File: config.mk
export PLATFORM = sky130hd
export DESIGN_NAME = matmul_result_reader
export DESIGN_NICKNAME = d
export VERILOG_FILES = /design/src/rtl/matmul_result_reader.sv
export SDC_FILE = /design/constraint.sdc
export NUM_CORES = 1
export LEC_CHECK = 0
export CELL_PAD_IN_SITES_DETAIL_PLACEMENT = 2
export CELL_PAD_IN_SITES_GLOBAL_PLACEMENT = 2
export CORE_AREA = 2 2 114 116
export DETAILED_ROUTE_END_ITERATION = 10
export DIE_AREA = 0 0 116 118
export GPL_TIMING_DRIVEN = 0
export PLACE_DENSITY = 0.77
export SYNTH_ARGS = -nofsm -noshare
export SYNTH_HDL_FRONTEND = slang
export SYNTH_SLANG_ARGS = --single-unit
File: constraint.sdc
create_clock -name clk_i -period 2.29 [get_ports clk_i]
set_input_delay 0.458 -clock clk_i [delete_from_list [all_inputs] [get_ports clk_i]]
set_output_delay 0.458 -clock clk_i [all_outputs]
set_load 0.02 [all_outputs]
File: src/rtl/matmul_result_reader.sv
// Drain side of the matmul array: snapshots the packed C matrix and overflow flags on a
// capture strobe, then streams the valid N x M elements row-major over valid/ready.
module matmul_result_reader #(
  parameter int DATA_WIDTH = 8,
  parameter int BUS_WIDTH  = 16
) (
  input  logic                                             clk_i,
  input  logic                                             rst_ni,
  input  logic                                             capture_i,
  input  logic [1:0]                                       n_dim_i,
  input  logic [1:0]                                       m_dim_i,
  input  logic [(BUS_WIDTH/DATA_WIDTH)**2*2*DATA_WIDTH-1:0] c_matrix_i,
  input  logic [(BUS_WIDTH/DATA_WIDTH)**2-1:0]             flags_i,
  input  logic                                             rd_ready_i,
  output logic                                             rd_valid_o,
  output logic [2*DATA_WIDTH-1:0]                          rd_data_o,
  output logic [1:0]                                       rd_row_o,
  output logic [1:0]                                       rd_col_o,
  output logic                                             rd_ovf_o,
  output logic                                             rd_last_o,
  output logic                                             busy_o,
  output logic                                             done_o
);
  localparam int         MAX_DIM = BUS_WIDTH / DATA_WIDTH;
  localparam int         EW      = 2 * DATA_WIDTH;
  localparam int         NE      = MAX_DIM * MAX_DIM;
  localparam logic [1:0] MAXD    = 2'(MAX_DIM);

  typedef enum logic [1:0] {IDLE, STREAM, DONE} state_e;

  state_e            state_q, state_d;
  logic [NE*EW-1:0]  c_q, c_d;
  logic [NE-1:0]     f_q, f_d;
  logic [1:0]        n_q, n_d, m_q, m_d;
  logic [1:0]        row_q, row_d, col_q, col_d;

  logic              stream;
  logic              last;
  logic [3:0]        idx;
  logic [EW-1:0]     elem;
  logic              elem_ovf;

  always_ff @(posedge clk_i or negedge rst_ni) begin
    if (!rst_ni) begin
      state_q <= IDLE;
      c_q     <= '0;
      f_q     <= '0;
      n_q     <= '0;
      m_q     <= '0;
      row_q   <= '0;
      col_q   <= '0;
    end else begin
      state_q <= state_d;
      c_q     <= c_d;
      f_q     <= f_d;
      n_q     <= n_d;
      m_q     <= m_d;
      row_q   <= row_d;
      col_q   <= col_d;
    end
  end

  assign stream = (state_q == STREAM);
  assign last   = (row_q == n_q - 2'd1) && (col_q == m_q - 2'd1);

  always_comb begin
    state_d = state_q;
    c_d     = c_q;
    f_d     = f_q;
    n_d     = n_q;
    m_d     = m_q;
    row_d   = row_q;
    col_d   = col_q;
    case (state_q)
      IDLE: begin
        if (capture_i) begin
          c_d   = c_matrix_i;
          f_d   = flags_i;
          n_d   = n_dim_i;
          m_d   = m_dim_i;
          row_d = '0;
          col_d = '0;
          // Degenerate or oversized shapes produce no beats, only the completion pulse
          if (n_dim_i == 2'd0 || m_dim_i == 2'd0 || n_dim_i > MAXD || m_dim_i > MAXD)
            state_d = DONE;
          else
            state_d = STREAM;
        end
      end
      STREAM: begin
        if (rd_ready_i) begin
          if (last) begin
            state_d = DONE;
            row_d   = '0;
            col_d   = '0;
          end else if (col_q == m_q - 2'd1) begin
            col_d = '0;
            row_d = row_q + 2'd1;
          end else begin
            col_d = col_q + 2'd1;
          end
        end
      end
      DONE:    state_d = IDLE;
      default: state_d = IDLE;
    endcase
  end

  // Snapshot is column-major: element (row,col) lives in slot col*MAX_DIM+row
  always_comb begin
    idx      = 4'(col_q) * 4'(MAX_DIM) + 4'(row_q);
    elem     = '0;
    elem_ovf = 1'b0;
    for (int s = 0; s < NE; s++) begin
      if (idx == 4'(s)) begin
        elem     = c_q[s*EW +: EW];
        elem_ovf = f_q[s];
      end
    end
  end

  assign rd_valid_o = stream;
  assign rd_data_o  = stream ? elem : '0;
  assign rd_ovf_o   = stream & elem_ovf;
  assign rd_row_o   = stream ? row_q : 2'd0;
  assign rd_col_o   = stream ? col_q : 2'd0;
  assign rd_last_o  = stream & last;
  assign busy_o     = stream;
  assign done_o     = (state_q == DONE);

endmodule

Fig. 1: sequential cells coloured by netlist name
Scale bar: 20 µm. Other sequential cells in the stronger grey, the rest of the logic in the fainter grey.
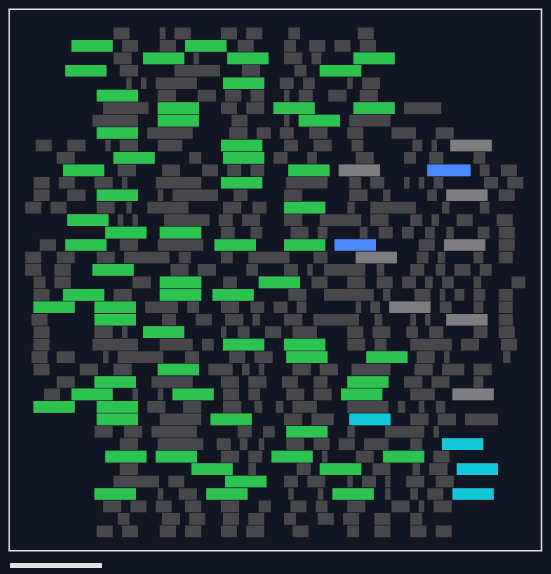
legend:
  `c_q`:
    colour: green
    placed_flops: 64
  `col_q`:
    colour: blue
    placed_flops: 2
  `f_q`:
    colour: cyan
    placed_flops: 4
    where: bottom right
not coloured: 8
Post-Route Utilization: 47.8%
fraction of area in registers: 32.9%
Sequential Area: 1950 µm²

Fig. 2: the clock network
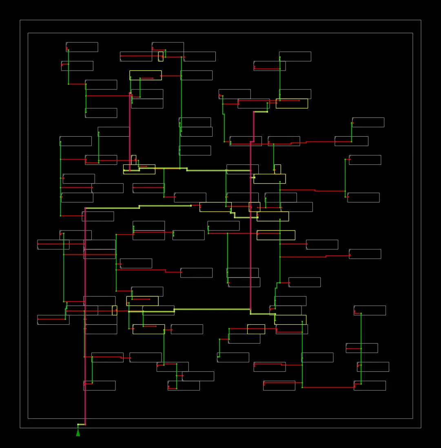
CTS Buf Count: 9
Clock Latency Late Sink: 340 ps
final clock skew: 9.37 ps
clkbuf count: 13

Fig. 3: layout detail
Region (9, 68) to (49, 108) µm. Cells in grey, sequential cells in the stronger grey; small squares are vias.
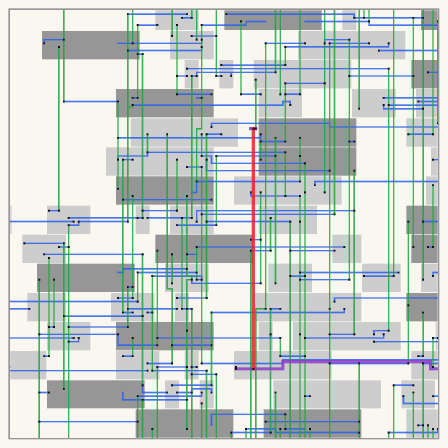
legend:
  metal 1:
    colour: blue
  metal 2:
    colour: green
  metal 3:
    colour: purple
  metal 4:
    colour: red
netlist names of flops here include: `c_q` (12)
sequential cells in the window: 12
cells with their middle in the window: 53
most frequent: dfrtp_1 (12), nor2_1 (7), mux2_2 (7)

-- power breakdown --
group	internal, mW	leakage [nW]	total, mW	switching (mW)
Clock	0.876	0.144	1.44	0.566
Sequential	2.07	0.922	2.65	0.578
Combinational	2.17	1.33	4.29	2.12
Total	5.12	2.39	8.39	3.27
-- critical path, delay by kind of cell, from the launching register on --
kind	cells	cell delay (ps)
AND/OR/NAND/NOR	1	290
flip-flops	1	440
buffers and inverters	3	520
adder cells (fa/ha/maj)	1	250
AND-OR/OR-AND	3	400
-- cell type report --
cell class                      instances  share of cell area, %
Clock inverter                          3                  0.738
Timing Repair Buffer                  121                   20.5
Tap cell                              172                   3.62
Sequential cell                        78                   32.9
Multi-Input combinational cell        205                   34.7
Buffer                                 19                   3.14
Clock buffer                           13                   4.21
Inverter                                3                  0.190
==> results.txt <==
fresh numbers from the pnr run: hold slack approximately 71 ps, gr usage total 19.8%, post-synthesis mux area share 22.4%, Reg2Reg Launch Point col_q[1], Pwr per Cell Area roughly 1400 nW/µm², Top FF cell, synth dfrtp_1, worst vdd ir ~0.00043 V, type of origin of the critical path register, most frequent logic cell in the layout dfrtp_1, Setup violations, final 17, ant diodes 0, main logic family after synthesis multiplexers, Worst Setup SP col_q[0], GR peak layer met2, ratio of final minimum period to clock period 117%, top cells by count dfrtp_1 (78), mux2_2 (57), a21oi_1 (21), nand2_1 (21), nor2_1 (19), maximum fanout along the worst path 5, metal3 WL a little under 400 µm, crit path kind register to primary output, Pre-antenna DRT Iters 4, minimum clock period after layout approximately 2700 ps, Post-synth seq share 52.0%, post-route insts no fill 614, post-synthesis cell count ~300, CP endpoint rd_data_o[6], ys flops 78, largest cells by area after synthesis dfrtp_1 (52%), mux2_2 (17%), mux2_1 (4.5%), layout cell share with drive strength beyond 1 around 43%, most numerous logic cells after layout dfrtp_1 (77), clkdlybuf4s50_1 (75), mux2_2 (57), post-route setup slack -397 ps, Critical R2R Capture row_q[1], htree depth 3, setup tns final -5520 ps, Worst slew margin about 69%, Placer Congestion between 0.8 and 0.9, post-synthesis cell type with the largest instance count dfrtp_1, dpl cell area just over 5000 µm², Die Ht 118 µm, post-CTS setup buffers 13, Pwr Total about 8.4 mW, Port Buffers around 100, Hold Crit Class input pin to async pin, cell type with the largest total area dfrtp_1, Post-synth EDFFs 0, Fin. Hold Viols 0, Area leader share about half, vias in the first global route ~3,500, Worst Path Required approximately 1800 ps, critical path data arrival time 2230 ps, cell count after placement slightly below 600, TritonCTS clock tree yes, post-route ant nets 0, routed len/inst around 21 µm, Cell Area, Synth between 3000 and 4000 µm², filler cell count 1,235, Largest regs c_q (64), f_q (4), clock root buffer master clkbuf_16, Mean Syn Cell Area ~12 µm², max_cap viols 0, hold_buf cts 0, crit-path cells ha_4 > nor4b_4 > buf_6 > buf_12 > o2bb2ai_4 > o21ai_2 > a21oi_2 > buf_4, global routing usage on met2 between 30% and 40%, Worst Tran Pin Value ~470 ps, met1 global-route usage 23.8%, Synth warnings 0, area grow syn2layout 58.1%, Slowest-stage cell, CP dfrtp_2, Clock Path Buffers 2, Tool Warnings 28, fin area between 5000 and 6000 µm², via count just under 3,000, clk sink count just under 80, max reg flops 64, reg2reg setup slack between 400 and 500 ps, Crit. End Element primary output, P_leak between 2 and 2.5 nW, Setup WS pre-CTS -961 ps, FMAX roughly 370 MHz, Final nets just over 500, post-cts resize count between 150 and 200, Initial Utilization between 30 and 40%, largest register by flop count c_q, Synth cell types 36, cells in synth_stat.txt approximately 300, met1 wire length approximately 5400 µm, Overflow after GRT 0, logic area 2060 µm², AO/OA Area Share 10.7%, Chip Area around 14,000 µm², synthesis area per yosys about 3800 µm², yosys adder share 0.333%, DRC Markers 0, post-synth net total between 300 and 400, first-pass GRT wire length 20,100 µm, core box area between 10,000 and 15,000 µm², vias per cell roughly 4.8, violated checks setup timing, xor+xnor area frac 1.60%, Synth Area in Simple Gates under 10%, Synth async-reset ratio 100%, Post-Route WL 13,100 µm, row cnt around 41, RSZ-0062 raised after global routing true, DR top layer met4, outcome finished, violations left, largest net degree at the start of global routing around 47, met3 GRT Util under 10%, Top Ports 101, met2 WL around 7000 µm, Final HPWL DP 8630 µm, worst reg-to-reg path cell count 6, Final Max Slew Viols 0, initial antenna violation count 0, Largest stage delay, worst path around 440 ps, clock slew at reported path FFs ~60 ps, DR iter-0 viols 71, width of the die approximately 120 µm
No activity file was given, so power comes from the tool's default toggle rates.
